**Cell sizes after repair**

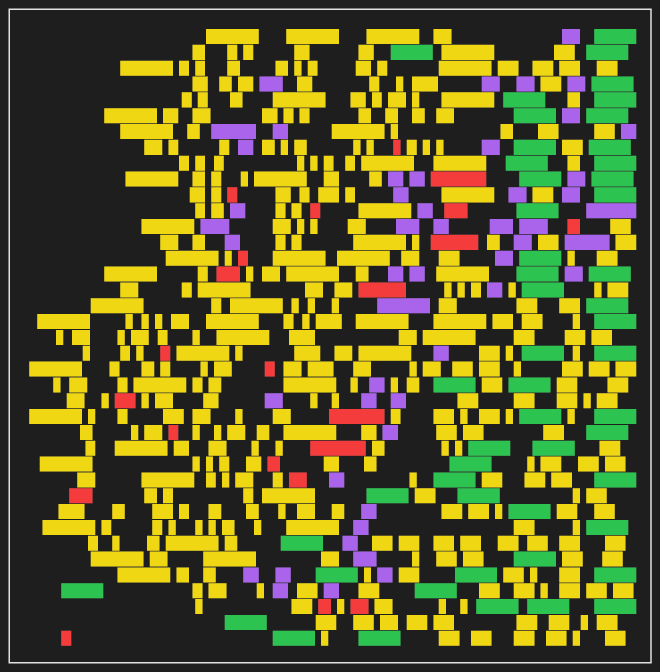
**Clock distribution**

Scale bar: 20 um.
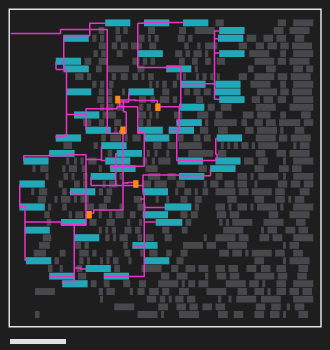
**Wiring heat map**

22 x 22 tiles, from dark blue (low) to red (high), scaled to the fullest tile. Values are wire area over tile area, all layers added.
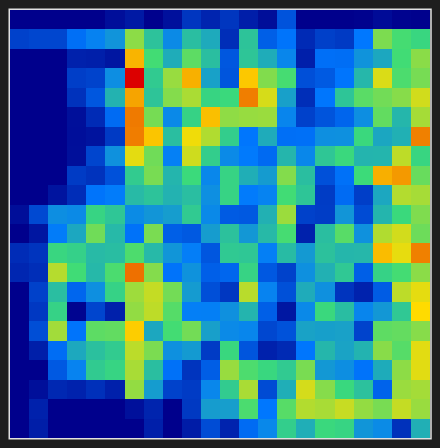
==> src/rtl/frame_scheduler.sv <==
// Frame-granular round-robin arbiter sharing one image pipeline between two sources.
// Optional statistics counters are enabled with `define FRAME_SCHED_STATS_EN.
module frame_scheduler #(
  parameter int IMG_WIDTH    = 720,
  parameter int IMG_HEIGHT   = 540,
  parameter int RGB_DWIDTH   = 24,
  parameter int SOBEL_DWIDTH = 8,
  parameter int TAG_DEPTH    = 4
) (
  input  logic                    clock,
  input  logic                    reset,
  input  logic                    enable,
  input  logic [RGB_DWIDTH-1:0]   src0_dout,
  input  logic                    src0_empty,
  output logic                    src0_rd_en,
  input  logic [RGB_DWIDTH-1:0]   src1_dout,
  input  logic                    src1_empty,
  output logic                    src1_rd_en,
  output logic [RGB_DWIDTH-1:0]   pipe_din,
  input  logic                    pipe_full,
  output logic                    pipe_wr_en,
  input  logic [SOBEL_DWIDTH-1:0] pipe_dout,
  input  logic                    pipe_empty,
  output logic                    pipe_rd_en,
  output logic [SOBEL_DWIDTH-1:0] snk0_din,
  input  logic                    snk0_full,
  output logic                    snk0_wr_en,
  output logic [SOBEL_DWIDTH-1:0] snk1_din,
  input  logic                    snk1_full,
  output logic                    snk1_wr_en,
  output logic                    frame_done,
  output logic                    frame_done_src,
`ifdef FRAME_SCHED_STATS_EN
  output logic [15:0]             frames0_cnt,
  output logic [15:0]             frames1_cnt,
  output logic [31:0]             stall_cnt,
`endif
  output logic                    busy
);

  localparam int FRAME_PIX = IMG_WIDTH * IMG_HEIGHT;
  localparam int CW        = $clog2(FRAME_PIX);
  localparam int PW        = $clog2(TAG_DEPTH);
  localparam int QW        = PW + 1;
  localparam logic [CW-1:0] LAST_PIX = CW'(FRAME_PIX - 1);
  localparam logic [QW-1:0] TAG_FULL = QW'(TAG_DEPTH);

  typedef enum logic [0:0] {IDLE = 1'b0, FEED = 1'b1} feed_state_t;

  feed_state_t   state;
  feed_state_t   state_next;
  logic          grant;
  logic          grant_next;
  logic          grant_take;
  logic          last_grant;
  logic [CW-1:0] in_count;
  logic          xfer;

  logic          tag_mem [TAG_DEPTH];
  logic [PW-1:0] wr_ptr;
  logic [PW-1:0] rd_ptr;
  logic [QW-1:0] tag_count;
  logic          head;
  logic          dxfer;
  logic          frame_end;
  logic [CW-1:0] out_count;

  // Feed FSM: grant selection in IDLE, pixel forwarding in FEED
  always_comb begin
    state_next = state;
    grant_next = grant;
    grant_take = 1'b0;
    xfer       = 1'b0;
    src0_rd_en = 1'b0;
    src1_rd_en = 1'b0;
    pipe_wr_en = 1'b0;
    pipe_din   = '0;
    case (state)
      IDLE: begin
        if (enable && (!src0_empty || !src1_empty) && (tag_count < TAG_FULL)) begin
          grant_take = 1'b1;
          grant_next = (!src0_empty && !src1_empty) ? ~last_grant : !src1_empty;
          state_next = FEED;
        end else begin
          state_next = IDLE;
        end
      end
      FEED: begin
        xfer       = (grant ? !src1_empty : !src0_empty) && !pipe_full;
        pipe_wr_en = xfer;
        pipe_din   = grant ? src1_dout : src0_dout;
        src0_rd_en = xfer && !grant;
        src1_rd_en = xfer && grant;
        if (xfer && (in_count == LAST_PIX)) begin
          state_next = IDLE;
        end else begin
          state_next = FEED;
        end
      end
      default: state_next = IDLE;
    endcase
  end

  // Feed FSM state, grant history and input pixel counter
  always_ff @(posedge clock or negedge reset) begin
    if (!reset) begin
      state      <= IDLE;
      grant      <= 1'b0;
      last_grant <= 1'b1;
      in_count   <= '0;
    end else begin
      state <= state_next;
      if (grant_take) begin
        grant      <= grant_next;
        last_grant <= grant_next;
        in_count   <= '0;
      end else if (xfer) begin
        in_count <= (in_count == LAST_PIX) ? '0 : in_count + CW'(1);
      end
    end
  end

  // Drain path: the oldest outstanding tag steers pipeline output to its sink
  always_comb begin
    head       = tag_mem[rd_ptr];
    dxfer      = (tag_count != '0) && !pipe_empty && !(head ? snk1_full : snk0_full);
    pipe_rd_en = dxfer;
    snk0_wr_en = dxfer && !head;
    snk1_wr_en = dxfer && head;
    snk0_din   = ((tag_count != '0) && !head) ? pipe_dout : '0;
    snk1_din   = ((tag_count != '0) && head) ? pipe_dout : '0;
    frame_end  = dxfer && (out_count == LAST_PIX);
  end

  // Tag queue: push on grant, pop when a frame's last pixel reaches its sink
  always_ff @(posedge clock or negedge reset) begin
    if (!reset) begin
      for (int i = 0; i < TAG_DEPTH; i++) begin
        tag_mem[i] <= 1'b0;
      end
      wr_ptr    <= '0;
      rd_ptr    <= '0;
      tag_count <= '0;
    end else begin
      if (grant_take) begin
        tag_mem[wr_ptr] <= grant_next;
        wr_ptr          <= wr_ptr + PW'(1);
      end
      if (frame_end) begin
        rd_ptr <= rd_ptr + PW'(1);
      end
      case ({grant_take, frame_end})
        2'b10:   tag_count <= tag_count + QW'(1);
        2'b01:   tag_count <= tag_count - QW'(1);
        default: tag_count <= tag_count;
      endcase
    end
  end

  // Output pixel counter and registered end-of-frame pulse
  always_ff @(posedge clock or negedge reset) begin
    if (!reset) begin
      out_count      <= '0;
      frame_done     <= 1'b0;
      frame_done_src <= 1'b0;
    end else begin
      frame_done <= frame_end;
      if (frame_end) begin
        out_count      <= '0;
        frame_done_src <= head;
      end else if (dxfer) begin
        out_count <= out_count + CW'(1);
      end
    end
  end

  assign busy = (state != IDLE) || (tag_count != '0);

`ifdef FRAME_SCHED_STATS_EN
  // Per-source frame counters (wrapping) and feed stall counter (saturating)
  always_ff @(posedge clock or negedge reset) begin
    if (!reset) begin
      frames0_cnt <= 16'd0;
      frames1_cnt <= 16'd0;
      stall_cnt   <= 32'd0;
    end else begin
      if (frame_done && frame_done_src) begin
        frames1_cnt <= frames1_cnt + 16'd1;
      end else if (frame_done) begin
        frames0_cnt <= frames0_cnt + 16'd1;
      end
      if ((state == FEED) && !xfer && (stall_cnt != 32'hFFFF_FFFF)) begin
        stall_cnt <= stall_cnt + 32'd1;
      end
    end
  end
`endif

endmodule

==> config.mk <==
export PLATFORM = sky130hd
export DESIGN_NAME = frame_scheduler
export DESIGN_NICKNAME = d
export VERILOG_FILES = /design/src/rtl/frame_scheduler.sv
export SDC_FILE = /design/constraint.sdc
export NUM_CORES = 1
export LEC_CHECK = 0
export CAP_MARGIN = 20
export CELL_PAD_IN_SITES_DETAIL_PLACEMENT = 1
export CELL_PAD_IN_SITES_GLOBAL_PLACEMENT = 1
export CORE_AREA = 2 2 108 110
export CTS_BUF_LIST = sky130_fd_sc_hd__clkbuf_2
export DETAILED_ROUTE_END_ITERATION = 7
export DIE_AREA = 0 0 110 112
export PLACE_DENSITY_LB_ADDON = 0.2
export SLEW_MARGIN = 20
export SYNTH_ARGS = -nofsm -noshare
export SYNTH_HDL_FRONTEND = slang
export SYNTH_SLANG_ARGS = --single-unit
==> constraint.sdc <==
create_clock -name clock -period 3 [get_ports clock]
set_clock_uncertainty 0.15 [all_clocks]
set_input_delay 0.9 -clock clock [delete_from_list [all_inputs] [get_ports clock]]
set_output_delay 0.9 -clock clock [all_outputs]
set_load 0.05 [all_outputs]
==> notes.md <==
flow finished, numbers: total die size=0.01232 sq mm, CP Max Fanout=8, fin crit period=3.152 ns, outcome=finished with violations, remaining antenna violation count=0, Critical Path Stages=4, DR iter-0 viols=121, critical path data required time=1.95 ns, yosys adder share=3.202%, Flop area=0.001355 sq mm, CTS buffer count=5, fraction of layout cells with a size suffix above 1=24.31%, final count of hold timing violations=0, sw frac=40.90%, post-synthesis to final-layout area growth=63.59%, H-tree depth=2, combinational power=1.37 mW, CP Data Arrival Time=2.10 ns, FF-to-FF setup slack=0.03 ns, Compound-Gate Fraction of Synth Area=12.10%, chip height=112 um, crit start category=flop, post-detail-place hpwl=7982 um, FF-to-FF path depth=12, RSZ-0062 raised after global routing=yes, FMAX=317.2 MHz, grt total ovfl=0, total clock sinks=54, worst setup path class=reg2out, Top Ports=114, combinational power share=52.1%, Layout fillers=1235, gate family responsible for the most delay along the worst path=multiplexers, worst min path class=in2async, Simple-Gate Area Share=25.99%, vias per cell=5.055, top power group=combinational cells, Top non-seq family=simple AND/OR/NAND/NOR gates, sw power=1.074 mW, vias in the first global route=3389, CP Buf/Inv Count=1, top cells, area=dfrtp_1, mux2i_1, nor2_1, critical-path cell list=mux4_2 -> nor2_4 -> and2_1 -> buf_12, Flops after synth=54, most frequent cells in the layout=clkdlybuf4s50_1, dfrtp_1, buf_12, Port Buffers=113, sequential share of the synthesized area=40.25%, Synth warnings=0, Leak=2.307 nW, FP Rows=39, Syn Area/Cell=9.132 sq um, first-pass GRT wire length=16860 um, Mux area share=10.01%, comb. cell area=0.001999 sq mm, Int Pwr=1.552 mW, clk buf depth=2, slowest CP cell=mux4_2, area share, top type=39.46%, fp_density=30.08%, Core Region=0.01117 sq mm, # Max-Cap Violations=0, Area after DPL=0.005315 sq mm, largest net degree at the start of global routing=55, sequential share of power=36.4%, tool warning count=31, drt first pass iters=4, failing checks=negative setup slack, CTS tree=built, cycle use final=105.1%, clock slew at reported path FFs=0.30 ns, worst vdd rail ir drop=299.8 uV, Final #Nets=578, max_slew headroom=46.37%, Pwr Density=477.6 mW/mm^2, cell type with the largest total area=dfrtp_1, hold slack final=0.2185 ns, Setup Viol. Count Final=19, final worst-path setup slack=-0.1524 ns, root buf cell=clkbuf_2, RD Place Congestion=0.7535, largest registers=in_count (19), out_count (19), tag_mem (4), yosys xor share=5.212%, EDFF count, synth=0, die extent in x=110 um, Synth Cell Area=0.003361 sq mm
Notes on 'cell sizes after repair' above:
| color | size | cells |
|---|---|---|
| red | drive 2 | 22 |
| green | drive 6 and up | 51 |
| yellow | drive 1 or less | 383 |
| purple | drive 3 to 4 | 50 |
buffers outside the clock class: 142
Layout Cell Area excl Fill: 0.005498 sq mm

Notes on 'clock distribution' above:
[cyan] flip-flops | count: 54
[orange] cells driving clock nets | count: 5
[magenta] clock wires | length: 749 um
routed clock nets: 6
Clock Power: 0.304 mW
Latency at later pin: 0.45 ns
clock power share: 11.6%

Notes on 'wiring heat map' above:
mean over tiles: 0.13
emptiest ninth of the die: top left
tiles over half the peak: 24%
nearly empty tiles: 12%
fullest tile: 0.41
routed wire length: 10370 um
DR WL/cell: 15.97 um
gr usage total: 16.79%
via count: 3281

routing by layer:
| metal | vias to the layer above | GRT usage (%) | wire [um] |
|---|---|---|---|
| li1 | 1584 | - | - |
| met1 | 1599 | 21.46 | 4481 |
| met2 | 93 | 29.37 | 5084 |
| met3 | 5 | 3.220 | 735 |
| met4 | 0 | 3.038 | 63 |
| met5 | - | 0 | 0 |
through the flow:
stage	instances	TNS, ns	setup slack, ns
final	649	-1.944	-0.1524
after global routing	649	-4.543	-0.2932
after CTS	645	-3.399	-0.2114
after detailed placement	635	-0.2712	-0.09485
after global placement	635	-0.1451	-0.07767
after floorplan	368	0	0.04159
cell type report:
class / count / area share, %
tap: 143 / 3.254
multi-input combinational: 288 / 36.37
timing repair buffer: 142 / 33.86
sequential: 54 / 24.65
inverter: 14 / 1.024
clock buffer: 5 / 0.4552
clock inverter: 3 / 0.3869
cells in the mapped netlist, types with 5 or more instances:
master	n
ha_1	7
and2_1	20
mux2i_1	28
xnor2_1	16
a31oi_1	6
dfrtp_1	53
nor2b_1	6
o21ai_0	17
nor2_1	46
clkbuf_1	5
nand4_1	11
inv_1	13
a22o_1	5
nor3_1	9
o31ai_1	5
nand3_1	21
nand2_1	31
a21oi_1	5
path summary, 6_finish.rpt:
| kind | from | endpoint |
|---|---|---|
| worst max register to register | rd_ptr[0] | tag_count[2] |
| min in group clock | out_count[11] | out_count[11] |
| worst min register to register | out_count[11] | out_count[11] |
| worst min-delay path | reset | in_count[16] |
| max in group asynchronous | reset | last_grant |
| worst max-delay path | rd_ptr[0] | snk0_din[0] |
what timing repair did:
item | CTS | global route
gates resized | 17 | 13
pin swaps | 9 | 4
setup endpoints to repair | 22 | 39
hold buffers | 0 | 0
buffers inserted | 2 | 4
No activity file was given, so power comes from the tool's default toggle rates.
